==> src/rtl/mips_pkg.sv <==
// rtl/mips_pkg.sv - opcode/funct constants and FSM state type for the multicycle MIPS core
package mips_pkg;

    localparam logic [5:0] OP_RTYPE = 6'h00;
    localparam logic [5:0] OP_J     = 6'h02;
    localparam logic [5:0] OP_BEQ   = 6'h04;
    localparam logic [5:0] OP_ADDI  = 6'h08;
    localparam logic [5:0] OP_HALT  = 6'h3F;

    localparam logic [5:0] FN_SLL = 6'h00;
    localparam logic [5:0] FN_ADD = 6'h20;
    localparam logic [5:0] FN_SUB = 6'h22;
    localparam logic [5:0] FN_AND = 6'h24;
    localparam logic [5:0] FN_OR  = 6'h25;
    localparam logic [5:0] FN_SLT = 6'h2A;

    typedef enum logic [2:0] {
        ST_IDLE,
        ST_FETCH,
        ST_DECODE,
        ST_EXEC,
        ST_WB,
        ST_HALT
    } state_t;

    function automatic logic rtype_funct_ok(input logic [5:0] funct);
        case (funct)
            FN_SLL, FN_ADD, FN_SUB, FN_AND, FN_OR, FN_SLT: rtype_funct_ok = 1'b1;
            default:                                       rtype_funct_ok = 1'b0;
        endcase
    endfunction

endpackage

==> src/rtl/mips_alu.sv <==
// rtl/mips_alu.sv - combinational ALU selected by R-type funct code
module mips_alu
    import mips_pkg::*;
#(
    parameter int DATA_W = 32
) (
    input  logic [DATA_W-1:0] a,
    input  logic [DATA_W-1:0] b,
    input  logic [5:0]        funct,
    input  logic [4:0]        shamt,
    output logic [DATA_W-1:0] result,
    output logic              zero
);

    always_comb begin
        result = '0;
        case (funct)
            FN_ADD:  result = a + b;
            FN_SUB:  result = a - b;
            FN_AND:  result = a & b;
            FN_OR:   result = a | b;
            FN_SLT:  result = {{(DATA_W-1){1'b0}}, ($signed(a) < $signed(b))};
            FN_SLL:  result = b << shamt;
            default: result = '0;
        endcase
    end

    assign zero = (result == '0);

endmodule

==> src/rtl/mips_multicycle_core.sv <==
// rtl/mips_multicycle_core.sv - multicycle MIPS subset core: fetch, decode, exec, writeback
module mips_multicycle_core
    import mips_pkg::*;
#(
    parameter int                DATA_W    = 32,
    parameter int                REG_COUNT = 32,
    parameter logic [DATA_W-1:0] RESET_PC  = '0,
    localparam int               REG_AW    = $clog2(REG_COUNT)
) (
    input  logic              clk,
    input  logic              rst,
    input  logic              start,
    output logic              imem_req,
    output logic [DATA_W-1:0] imem_addr,
    input  logic              imem_ack,
    input  logic [31:0]       imem_rdata,
    output logic              busy,
    output logic              halted,
    output logic              illegal,
    output logic [DATA_W-1:0] dbg_pc,
    output logic              dbg_wr_en,
    output logic [REG_AW-1:0] dbg_wr_reg,
    output logic [DATA_W-1:0] dbg_wr_data,
    output logic              zero
);

    state_t state, state_next;

    logic [DATA_W-1:0] pc, pc_next_q, next_pc, pc4;
    logic [DATA_W-1:0] a_q, b_q, alu_b, alu_result;
    logic [DATA_W-1:0] imm_sext, br_target, j_target;
    logic [31:0]       ir;
    logic [5:0]        opcode, funct, alu_funct;
    logic [4:0]        shamt;
    logic [REG_AW-1:0] rs, rt, rd, wr_dest;
    logic              is_rtype, is_addi, is_beq, is_j, is_halt, is_legal;
    logic              writes_reg, alu_zero, stop_q;

    logic [DATA_W-1:0] regs [REG_COUNT];

    assign opcode = ir[31:26];
    assign rs     = ir[21 +: REG_AW];
    assign rt     = ir[16 +: REG_AW];
    assign rd     = ir[11 +: REG_AW];
    assign shamt  = ir[10:6];
    assign funct  = ir[5:0];

    assign is_rtype   = (opcode == OP_RTYPE) && rtype_funct_ok(funct);
    assign is_addi    = (opcode == OP_ADDI);
    assign is_beq     = (opcode == OP_BEQ);
    assign is_j       = (opcode == OP_J);
    assign is_halt    = (opcode == OP_HALT);
    assign is_legal   = is_rtype || is_addi || is_beq || is_j || is_halt;
    assign writes_reg = is_rtype || is_addi;
    assign wr_dest    = is_addi ? rt : rd;

    assign imm_sext  = {{(DATA_W-16){ir[15]}}, ir[15:0]};
    assign pc4       = pc + DATA_W'(4);
    assign br_target = pc4 + {imm_sext[DATA_W-3:0], 2'b00};
    assign j_target  = {pc4[DATA_W-1:28], ir[25:0], 2'b00};

    // beq reuses the subtract path so the zero flag reflects rs - rt
    assign alu_b     = is_addi ? imm_sext : b_q;
    assign alu_funct = is_rtype ? funct : (is_beq ? FN_SUB : FN_ADD);

    mips_alu #(
        .DATA_W (DATA_W)
    ) u_alu (
        .a      (a_q),
        .b      (alu_b),
        .funct  (alu_funct),
        .shamt  (shamt),
        .result (alu_result),
        .zero   (alu_zero)
    );

    // An illegal instruction leaves pc pointing at itself
    always_comb begin
        next_pc = pc4;
        if (!is_legal) begin
            next_pc = pc;
        end else if (is_beq && alu_zero) begin
            next_pc = br_target;
        end else if (is_j) begin
            next_pc = j_target;
        end
    end

    always_ff @(posedge clk or negedge rst) begin
        if (!rst) begin
            state <= ST_IDLE;
        end else begin
            state <= state_next;
        end
    end

    always_comb begin
        state_next = state;
        case (state)
            ST_IDLE:   if (start) state_next = ST_FETCH;
            ST_FETCH:  if (imem_ack) state_next = ST_DECODE;
            ST_DECODE: state_next = ST_EXEC;
            ST_EXEC:   state_next = ST_WB;
            ST_WB:     state_next = stop_q ? ST_HALT : ST_FETCH;
            ST_HALT:   if (start) state_next = ST_FETCH;
            default:   state_next = ST_IDLE;
        endcase
    end

    assign imem_req  = (state == ST_FETCH);
    assign imem_addr = pc;
    assign busy      = (state != ST_IDLE) && (state != ST_HALT);
    assign halted    = (state == ST_HALT);

    always_ff @(posedge clk or negedge rst) begin
        if (!rst) begin
            pc          <= RESET_PC;
            pc_next_q   <= '0;
            ir          <= '0;
            a_q         <= '0;
            b_q         <= '0;
            stop_q      <= 1'b0;
            illegal     <= 1'b0;
            zero        <= 1'b0;
            dbg_pc      <= '0;
            dbg_wr_en   <= 1'b0;
            dbg_wr_reg  <= '0;
            dbg_wr_data <= '0;
            for (int i = 0; i < REG_COUNT; i++) begin
                regs[i] <= '0;
            end
        end else begin
            // The write trace lives only for the WB cycle following EXEC
            dbg_wr_en   <= 1'b0;
            dbg_wr_reg  <= '0;
            dbg_wr_data <= '0;
            case (state)
                ST_IDLE, ST_HALT: begin
                    if (start) begin
                        pc      <= RESET_PC;
                        illegal <= 1'b0;
                    end
                end
                ST_FETCH: begin
                    if (imem_ack) begin
                        ir     <= imem_rdata;
                        dbg_pc <= pc;
                    end
                end
                ST_DECODE: begin
                    a_q <= regs[rs];
                    b_q <= regs[rt];
                end
                ST_EXEC: begin
                    zero      <= alu_zero;
                    pc_next_q <= next_pc;
                    stop_q    <= is_halt || !is_legal;
                    if (!is_legal) begin
                        illegal <= 1'b1;
                    end
                    if (writes_reg) begin
                        dbg_wr_en   <= 1'b1;
                        dbg_wr_reg  <= wr_dest;
                        dbg_wr_data <= alu_result;
                    end
                end
                ST_WB: begin
                    pc <= pc_next_q;
                    if (dbg_wr_en && (dbg_wr_reg != '0)) begin
                        regs[dbg_wr_reg] <= dbg_wr_data;
                    end
                end
                default: ;
            endcase
        end
    end

endmodule

==> config.mk <==
export PLATFORM = sky130hd
export DESIGN_NAME = mips_multicycle_core
export DESIGN_NICKNAME = d
export VERILOG_FILES = /design/src/rtl/mips_pkg.sv /design/src/rtl/mips_alu.sv /design/src/rtl/mips_multicycle_core.sv
export SDC_FILE = /design/constraint.sdc
export NUM_CORES = 2
export LEC_CHECK = 0
export CAP_MARGIN = 5
export CELL_PAD_IN_SITES_DETAIL_PLACEMENT = 0
export CELL_PAD_IN_SITES_GLOBAL_PLACEMENT = 1
export CORE_MARGIN = 2
export CORE_UTILIZATION = 50
export DETAILED_ROUTE_END_ITERATION = 8
export PLACE_DENSITY = 0.75
export SLEW_MARGIN = 15
export SYNTH_ARGS = -nofsm -noshare
export SYNTH_HDL_FRONTEND = slang
export SYNTH_HIERARCHICAL = 1
export SYNTH_SLANG_ARGS = --single-unit
==> constraint.sdc <==
create_clock -name clk -period 7.5 [get_ports clk]
set_input_delay 1.5 -clock clk [delete_from_list [all_inputs] [get_ports clk]]
set_output_delay 1.5 -clock clk [all_outputs]
set_load 0.02 [all_outputs]
Metal 2:
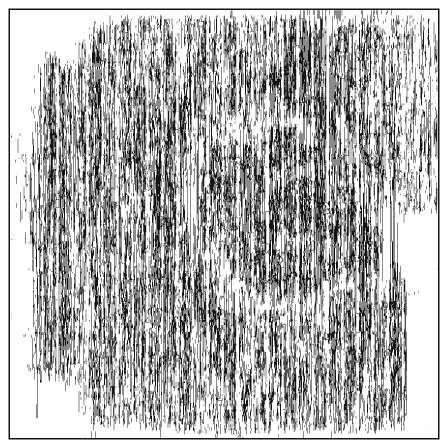
wire length on this layer: 107 mm
share of all routed wire: 46%
longest straight run: 176 µm

Clock routing:
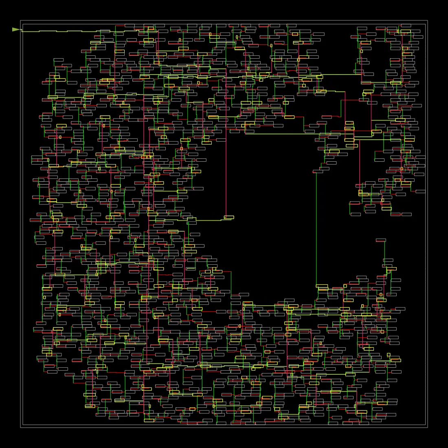
clock insertion delay at the later pin of the skew report: 0.79 ns
FF+latch count: 1,260

==> Flow_metrics.wiki <==
== Run summary ==
{| class="wikitable"
! Metric !! Value
|-
| Total net switching power || 11,900 µW
|-
| TNS Setup || 0 ns
|-
| Chip Footprint || 150,000 µm²
|-
| Antenna violations before repair || 4
|-
| Max layer used || met5
|-
| Ratio of cells with drive above 1 in the final layout || 0.402
|-
| Transition time of the tightest slew-check pin || 1.22 ns
|-
| Power in the clock group || between 6000 and 7000 µW
|-
| Detailed-routed wire length on met2 || 107 mm
|-
| Num ports || 143
|-
| Total overflow reported by the global router || 0
|-
| List of cells traversed by the critical path || or3_1 -> nor4b_4 -> buf_12 -> nand2_1 -> nand2_1 -> inv_1 -> ha_1 -> nor3_1 -> o31ai_2 -> and2_1 -> a221o_1 -> a21o_1 -> nor4b_1 -> nor4bb_2 -> nand4_1 -> nor4_1 -> nand2_1 -> nor3_2 -> nand3_2 -> or4_4 -> o2111ai_2 -> nor2_1 -> a2111oi_1 -> nand2_1
|-
| Worst R2R Path Depth || 24
|-
| Number of placed instances with taps included || between 7,000 and 8,000
|-
| Required time worst endpoint || 8.15 ns
|-
| Synthesis-stage register bit count || roughly 1,300
|-
| WHS Endpoint || regs[996]
|-
| Number of standard cells reported by yosys || 5,477
|-
| Worst Setup Slack post-DPL || around 0.048 ns
|-
| Core utilization of the finished layout || 0.560
|-
| Power Dens Cells || 346 nW/µm²
|-
| Share of Yosys cell area claimed by the top area cell type || 0.430
|-
| Internal power of the cells || 16,300 µW
|-
| Routability congestion estimate || 1.01
|-
| CP bufs+invs || 2
|-
| Part of the total power dissipated in sequential elements || 0.301
|-
| Fraction of the yosys area taken by sequential cells || 0.430
|-
| Via-per-instance ratio || around 6.7
|-
| Top cell by count, worst path || nand2_1
|-
| Cell with the largest stage delay on the worst path || nor4bb_2
|-
| Result of the run || finished, final reports clean
|-
| Async set-or-reset flop fraction in the synthesized netlist || 1.00
|-
| EDFF count, synth || 0
|-
| Hold depth || 0
|-
| Met3 Use GR || 0.0589
|-
| # H-tree levels || 4
|-
| Worst-path clk slew || 0.06 ns
|-
| Number of CTS-inserted buffers || 140
|-
| # setup viols final || 0
|-
| End of the critical path || pc_next_q[31]
|-
| Most used flip-flop cell after synthesis || dfrtp_1
|-
| Most common cell after layout, fill and taps aside || dfrtp_1
|-
| Number of flip-flops under the largest register name || 1,024
|-
| Flop+latch power || approximately 8500 µW
|-
| Worst rel slew slack || 0.187
|-
| Ratio of final minimum period to clock period || 0.966
|-
| Max Transition Viols Final || 0
|-
| Most frequent cells in the layout || dfrtp_1 (1,247), mux2_2 (1,055), mux4_2 (661)
|-
| Area of placed instances || 76,900 µm²
|-
| Endpoint of the worst register-to-register path || pc_next_q[31]
|-
| Clk sink count || 1,260
|-
| RSZ-0062 raised after global routing || no
|-
| Cell Area, Synth || 73,400 µm²
|-
| Pin count of the biggest net entering global routing || 174
|-
| Mean Syn Cell Area || between 10 and 15 µm²
|-
| Initial Util || 0.503
|-
| Most used routing layer in global routing || met2
|-
| Global-route track usage on met1 || 0.436
|-
| Iteration-0 DRC count of the detailed router || 4,494
|-
| Post-synth area hogs || dfrtp_1 (43%), mux4_2 (20%), mux2_2 (16%), ha_1 (2.3%), clkbuf_1 (1.9%)
|-
| Met2 track utilization from global routing || 0.477
|}
Cell sizes after repair:
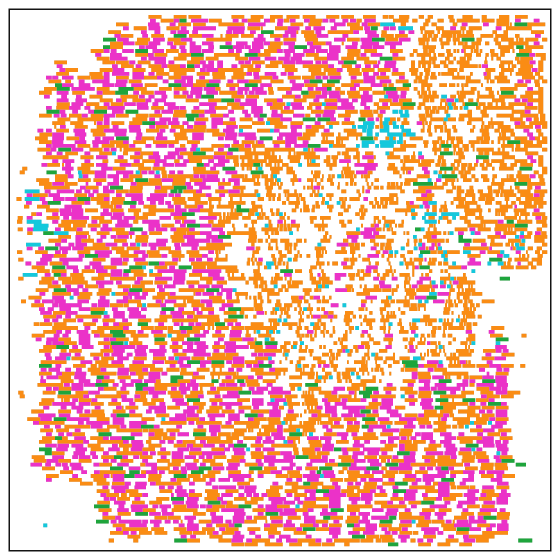
legend:
  green:
    size: x6 and larger
    cells: 212
  magenta:
    size: x2
    cells: 1,790
  cyan:
    size: x3 and x4
    cells: 217
  orange:
    size: x1 and smaller
    cells: 3,301

Placed cells, one colour a class:
Bar = 100 µm. Fill, decap, tap and diode cells in grey.
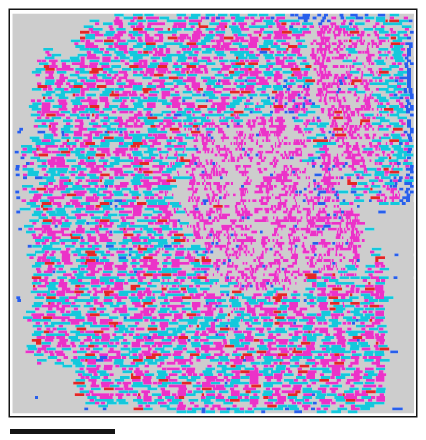
legend:
  blue:
    class: remaining buffers and delay cells
    cells: 324
    share_of_their_area: 3.8%
  cyan:
    class: registers
    cells: 1,260
    share_of_their_area: 40%
  red:
    class: clock drivers and dummy loads
    cells: 253
    share_of_their_area: 5.9%
  magenta:
    class: remaining logic cells
    cells: 3,683
    share_of_their_area: 50%

## cell families after synthesis
kind of cell / Yosys count / synth area share
flops: 1260 / 0.430
other cells: 1 / 0.0000511
simple gates: 785 / 0.0519
compound gates: 741 / 0.0681
fa+ha+maj: 139 / 0.0240
mux: 1839 / 0.383
xor+xnor: 63 / 0.00752
buf+inv: 649 / 0.0357
## final cells by class
class / count / area, µm²
fill: 11935 / 64100
multi-input combinational: 3572 / 39600
sequential: 1260 / 31600
clock buffer: 214 / 4240
timing repair buffer: 324 / 3000
tap: 1917 / 2400
inverter: 111 / 417
clock inverter: 39 / 414
antenna: 1 / 2.50
## timing repair
item	in CTS	in global routing
endpoints found under the setup margin	1	25
hold endpoints to repair	0	0
gates resized	1	17
pin swaps	0	0
Power figures rest on the tool's default switching activity, not on a simulated workload.
